### src/rtl/writeback_arbiter_pkg.sv
// Shared helpers for the writeback arbiter: round-robin index arithmetic
// used by both the priority encoder and the pointer update.
package writeback_arbiter_pkg;

  localparam int DEFAULT_NUM_UNITS  = 4;
  localparam int DEFAULT_DATA_WIDTH = 32;
  localparam int DEFAULT_ID_WIDTH   = 3;

  // (base + off) modulo n, for 0 <= base, off < n; avoids a real divider.
  function automatic int rr_wrap(input int base, input int off, input int n);
    int sum;
    sum = base + off;
    return (sum >= n) ? (sum - n) : sum;
  endfunction

  // Pointer value that gives the unit after idx top priority next time.
  function automatic int rr_next(input int idx, input int n);
    return (idx == n - 1) ? 0 : (idx + 1);
  endfunction

endpackage

### src/rtl/writeback_arbiter_rr_priority_encoder.sv
// Combinational round-robin find-first: searches i_req starting at i_ptr,
// wrapping at NUM_UNITS-1, and returns a one-hot grant plus its index.
module rr_priority_encoder
  import writeback_arbiter_pkg::*;
#(
  parameter int NUM_UNITS = DEFAULT_NUM_UNITS,
  parameter int UNIT_W    = $clog2(NUM_UNITS)
) (
  input  logic [NUM_UNITS-1:0] i_req,
  input  logic [UNIT_W-1:0]    i_ptr,
  output logic [NUM_UNITS-1:0] o_grant,
  output logic [UNIT_W-1:0]    o_index,
  output logic                 o_valid
);

  // NOTE: every output gets a default before the loop so no path leaves a
  // value unassigned; otherwise synthesis would infer latches.
  always_comb begin
    int w_idx;
    o_grant = '0;
    o_index = '0;
    o_valid = 1'b0;
    // Walk from the farthest offset back toward i_ptr so the last hit,
    // which wins, is the first requester in rotation order.
    for (int off = NUM_UNITS - 1; off >= 0; off--) begin
      w_idx = rr_wrap(int'(i_ptr), off, NUM_UNITS);
      if (i_req[w_idx]) begin
        o_valid = 1'b1;
        o_index = UNIT_W'(w_idx);
      end
    end
    o_grant[o_index] = o_valid;
  end

endmodule

### src/rtl/writeback_arbiter.sv
// Round-robin writeback arbiter: acks one completed unit per cycle and
// registers its id/result as a single commit toward the register file.
module writeback_arbiter
  import writeback_arbiter_pkg::*;
#(
  parameter int NUM_UNITS  = DEFAULT_NUM_UNITS,
  parameter int DATA_WIDTH = DEFAULT_DATA_WIDTH,
  parameter int ID_WIDTH   = DEFAULT_ID_WIDTH,
  parameter int UNIT_W     = $clog2(NUM_UNITS)
) (
  input  logic                                 clk,
  input  logic                                 rst,
  input  logic [NUM_UNITS-1:0]                 i_unit_done,
  input  logic [NUM_UNITS-1:0][ID_WIDTH-1:0]   i_unit_id,
  input  logic [NUM_UNITS-1:0][DATA_WIDTH-1:0] i_unit_rd,
  output logic [NUM_UNITS-1:0]                 o_unit_ack,
  input  logic                                 i_wb_stall,
  output logic                                 o_wb_valid,
  output logic [ID_WIDTH-1:0]                  o_wb_id,
  output logic [DATA_WIDTH-1:0]                o_wb_data,
  output logic [UNIT_W-1:0]                    o_wb_unit
);

  typedef struct packed {
    logic [ID_WIDTH-1:0]   id;
    logic [DATA_WIDTH-1:0] data;
  } commit_t;

  logic [UNIT_W-1:0]    r_ptr;
  logic                 r_wb_valid;
  commit_t              r_commit;
  logic [UNIT_W-1:0]    r_wb_unit;

  logic [NUM_UNITS-1:0] w_grant;
  logic [UNIT_W-1:0]    w_index;
  logic                 w_any;
  logic                 w_fire;

  rr_priority_encoder #(
    .NUM_UNITS (NUM_UNITS),
    .UNIT_W    (UNIT_W)
  ) u_rr (
    .i_req   (i_unit_done),
    .i_ptr   (r_ptr),
    .o_grant (w_grant),
    .o_index (w_index),
    .o_valid (w_any)
  );

  // Reset gates the ack too, so a unit never sees an ack for a commit
  // that the reset is about to discard.
  assign w_fire     = w_any & ~i_wb_stall & ~rst;
  assign o_unit_ack = w_grant & {NUM_UNITS{w_fire}};

  // NOTE: state registers use non-blocking assignments so every flop samples
  // the pre-edge values regardless of statement order.
  always_ff @(posedge clk) begin
    if (rst) begin
      r_ptr      <= '0;
      r_wb_valid <= 1'b0;
      r_commit   <= '0;
      r_wb_unit  <= '0;
    end else begin
      r_wb_valid <= w_fire;
      if (w_fire) begin
        r_ptr         <= UNIT_W'(rr_next(int'(w_index), NUM_UNITS));
        r_commit.id   <= i_unit_id[w_index];
        r_commit.data <= i_unit_rd[w_index];
        r_wb_unit     <= w_index;
      end
    end
  end

  assign o_wb_valid = r_wb_valid;
  assign o_wb_id    = r_commit.id;
  assign o_wb_data  = r_commit.data;
  assign o_wb_unit  = r_wb_unit;

endmodule

### config.mk
export PLATFORM = sky130hd
export DESIGN_NAME = writeback_arbiter
export DESIGN_NICKNAME = d
export VERILOG_FILES = /design/src/rtl/writeback_arbiter_pkg.sv /design/src/rtl/writeback_arbiter_rr_priority_encoder.sv /design/src/rtl/writeback_arbiter.sv
export SDC_FILE = /design/constraint.sdc
export NUM_CORES = 1
export LEC_CHECK = 0
export CAP_MARGIN = 0
export CORE_MARGIN = 3
export CORE_UTILIZATION = 33
export DETAILED_ROUTE_END_ITERATION = 10
export GPL_TIMING_DRIVEN = 0
export HOLD_SLACK_MARGIN = 0.03
export PLACE_DENSITY = 0.88
export RECOVER_POWER = 25
export SYNTH_ARGS = -nofsm -noshare
export SYNTH_HDL_FRONTEND = slang
export SYNTH_SLANG_ARGS = --single-unit
export TNS_END_PERCENT = 20
### constraint.sdc
create_clock -name clk -period 1.87 [get_ports clk]
set_input_delay 0.2805 -clock clk [delete_from_list [all_inputs] [get_ports clk]]
set_output_delay 0.2805 -clock clk [all_outputs]
set_load 0.02 [all_outputs]
==> notes.md <==
Physical implementation.

- Timing analysis after detailed placement gives a worst setup slack of -1080 ps.
- The chip area from the yosys synthesis statistics is ~2300 µm².
- Counting every sink on the clock net gives 40.
- The number of nets handed over by synthesis was 384.
- In the placement report, post-DP HPWL is listed as 6.93 mm.
- The class of the tightest hold or removal check is primary input to flop.
- The hold violation count in the final report is 0.
- Entering global routing, the biggest net connects 13 pins.
- The number of DRC markers in iteration 0 is just under 70.
- The net switching power figure is 0.916 mW.
- The number of global-route vias before repair is 2766.
- For reference, the critical path is launched at r_ptr[1].
- Setup repair after global routing could not meet its margin everywhere.
- The kind of critical path is flop to primary output.
- At the end of the flow, the number of nets in the layout was 591.
- The total of hold buffers inserted after clock tree synthesis is 0.
- Per the post-route antenna check, the number of violating nets is 0.
- The filler cells instantiated in the layout total 502.
- The reported combinational group power is 1.35 mW.
- The initial antenna violation count is 0.
- In the Yosys stats the netlist draws on 22 distinct library cells.
- Cells with a size suffix above 1 make up 14.4% of the layout.
- The core area is about 6500 µm².
- The met1 track utilization from global routing is between 20% and 30%.
- The total number of placement rows is 29.
- Routed signal wires occupy layers up through met4.
- In this design, the largest share of critical-path delay is due to simple AND/OR/NAND/NOR gates.
- The end-of-flow timing check tallies setup violations at 39.
- The hold-critical path depth is 4.
- Headroom to the max-slew limit came out at 67.5%.
- The register-to-register setup slack is -160 ps.
- The power report lists cell-internal power as 2.14 mW.
- The count of state elements after synthesis is 40.
- The number of antenna cells inserted is 0.
- The fraction of power consumed by the clock network is between 20% and 30%.
- The switching power as a share of total power is 29.9%.
- The critical path runs through a total of 8 cells.
- The most frequent logic cell in the layout is clkdlybuf4s50_1.
- After its last routability iteration, the placer logged a weighted congestion of 0.757.
- The total number of warnings across the stage logs is 28.
- For this run, the slowest stage of the critical path takes 380 ps.
- The flow reports an fmax of 467 MHz.
- The flow reports power dissipated in the clock network as 0.709 mW.
- The post-layout worst setup margin is -271 ps.
- The clock-pin slew on the worst setup and hold paths is 80 ps.
- The post-route clock skew is 8.57 ps.
- The flow ran to the end, but the final reports show violations.
- The largest individual stage delay along the critical path comes from the cell dfxtp_4.
- The clock passes through at most 2 buffers.
- The critical path maximum fanout is 5.
- The startpoint of the most critical register-to-register path is r_ptr[1].
- TritonCTS built the clock tree.
- The standby leakage power is 2.02 nW.
- The final routed DRC violation total is 0.
- The skew report gives the latency at the later pin of the worst-skew pair as 290 ps.
- The checks that failed: setup timing.
- The synth_stat.txt file lists the number of cells as roughly 240.
- The type of destination of the critical path is a primary output.
- The flip-flop count of the largest register, all copies and words added is 32.
- The type of origin of the critical path is a flop.
- The area growth from synthesis to layout is 108%.
- The worst setup path endpoint is o_unit_ack[3].
- The remaining global-route overflow is 0.
- The wire length on met1 is 3.27 mm.
- The first detailed-routing pass ran for 4 iterations.
- The number of buffers and inverters on the critical path is 3.
- Averaged over all synthesized cells, the footprint is 9.63 µm².
- The number of maximum-capacitance constraint violations is 0.
- Summed over all failing endpoints, the final setup total negative slack is -4760 ps.
- The start point of the worst hold path is i_wb_stall.
- The library cell appearing most often on the critical path is buf_6.
repair_timing:
item / 4_1_cts / 5_1_grt
endpoints found under the setup margin: 41 / 39
cloned: 0 / 1
setup buffers: 5 / 6
pin swaps: 5 / 20
resized: 58 / 36
cells in the mapped netlist:
cell	n	area share [%]
a21oi_1	7	1.5
and2_1	1	0.28
and3_1	1	0.28
buf_2	9	2.0
buf_4	1	0.33
buf_6	7	3.5
clkbuf_1	2	0.33
dfxtp_1	40	35
ha_1	1	0.55
inv_1	3	0.50
mux2i_1	71	31
nand2_1	42	6.9
nand2_2	1	0.28
nand2b_1	2	0.55
nor2_1	6	0.99
nor2_2	1	0.28
nor4_1	1	0.28
o21ai_0	1	0.22
o221ai_1	35	13
o2bb2a_1	1	0.44
or2_0	1	0.28
or3_1	2	0.55
logic make-up (layout without fill, tap and decap cells):
family,after synthesis,in the layout,share of synthesized area (%)
and+or+nand+nor,58,58,10.7
adders and majority gates,1,1,0.550
DFF,40,40,35.2
muxes,71,71,31.3
buffers and inverters,22,230,6.60
AOI/OAI and AO/OA,44,44,15.7
cell type report:
class	instances	area (µm²)	area share (%)
clock inverters	2	35.0	0.740
well taps	77	96.3	2.04
clock buffers	6	72.6	1.53
plain buffers	19	225	4.76
flip-flops and latches	40	805	17.0
inverters	3	16.3	0.344
repair buffers	200	2000	42.3
multi-input cells	174	1480	31.3
stage by stage:
step	instances	cell area [µm²]	hold slack (ps)	util, %	power, mW
3_5_place_dp	501	4250	450	65.5	2.18
2_1_floorplan	236	2270	350	-	1.57
3_3_place_gp	501	4250	442	65.5	2.16
4_1_cts	514	4500	468	69.3	2.95
6_report	521	4730	349	72.9	3.06
5_1_grt	521	4730	394	72.9	3.19
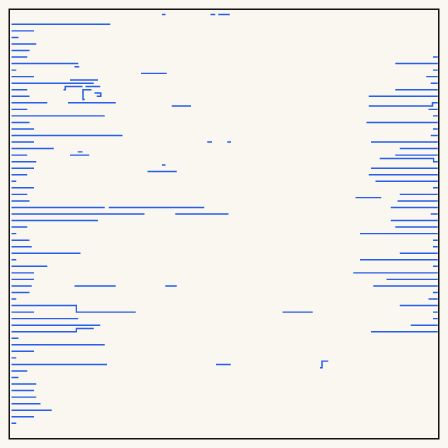
(images/met3.png)
longest straight run: 27.4 µm
share of all routed wire: 9.7%
nets with wire on the layer: 122
wire length on this layer: 873 µm
main direction: horizontal
final wirelength: 9.05 mm
routing usage on met3: 6.91%
detailed-route via count: 2701

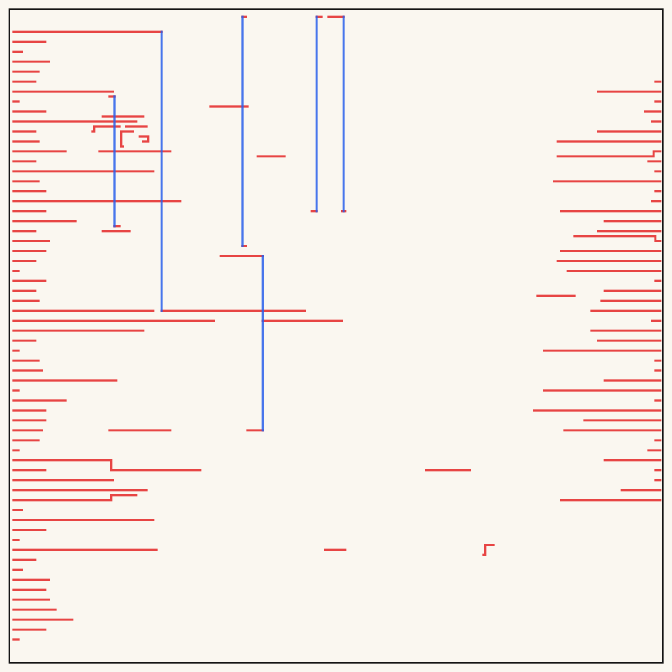
(images/metal_stack.png)
Two of the layers only.
legend:
  red:
    layer: met3
    wire_length: 873 µm
  blue:
    layer: met4
    wire_length: 164 µm
average wire length per cell after detail routing: 17.4 µm
GR Util All Layers: 21.2%

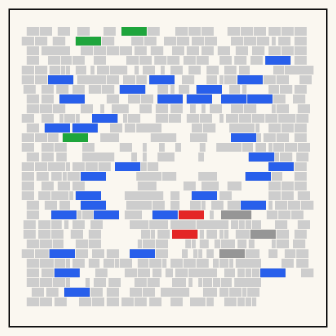
(images/registers.png)
legend:
  blue:
    name_in_the_netlist: o_wb_data
    sequential_cells: 32
  red:
    name_in_the_netlist: o_wb_unit
    sequential_cells: 2
  green:
    name_in_the_netlist: o_wb_id
    sequential_cells: 3
area of all sequential standard cells: 805 µm²
Core Util, Final: 72.9%
sequential fraction of total cell area: 17.0%
sequential logic power: 0.999 mW

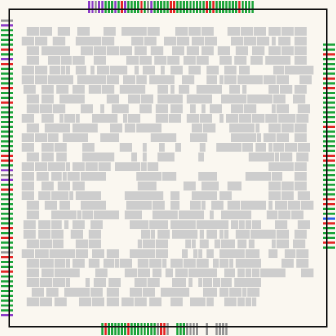
(images/pins.png)
Pins as bars across the die edge, other pins in grey.
legend:
  green:
    port: i_unit_rd
    pins: 128
    direction: input
    edge: 43 left, 35 top, 32 right, 18 bottom
  purple:
    port: i_unit_id
    pins: 12
    direction: input
    edge: 7 top, 5 left
  red:
    port: o_wb_data
    pins: 32
    direction: output
    edge: 11 left, 10 right, 7 top, 4 bottom
  blue:
    port: o_wb_valid
    pins: 1
    direction: output
    edge: right
all pins by edge: 62 left, 51 top, 43 right, 33 bottom
die outline height: 89 µm
Port Buffer Count: 188
die outline width: 89 µm

Power is estimated from default activity; no workload was simulated.
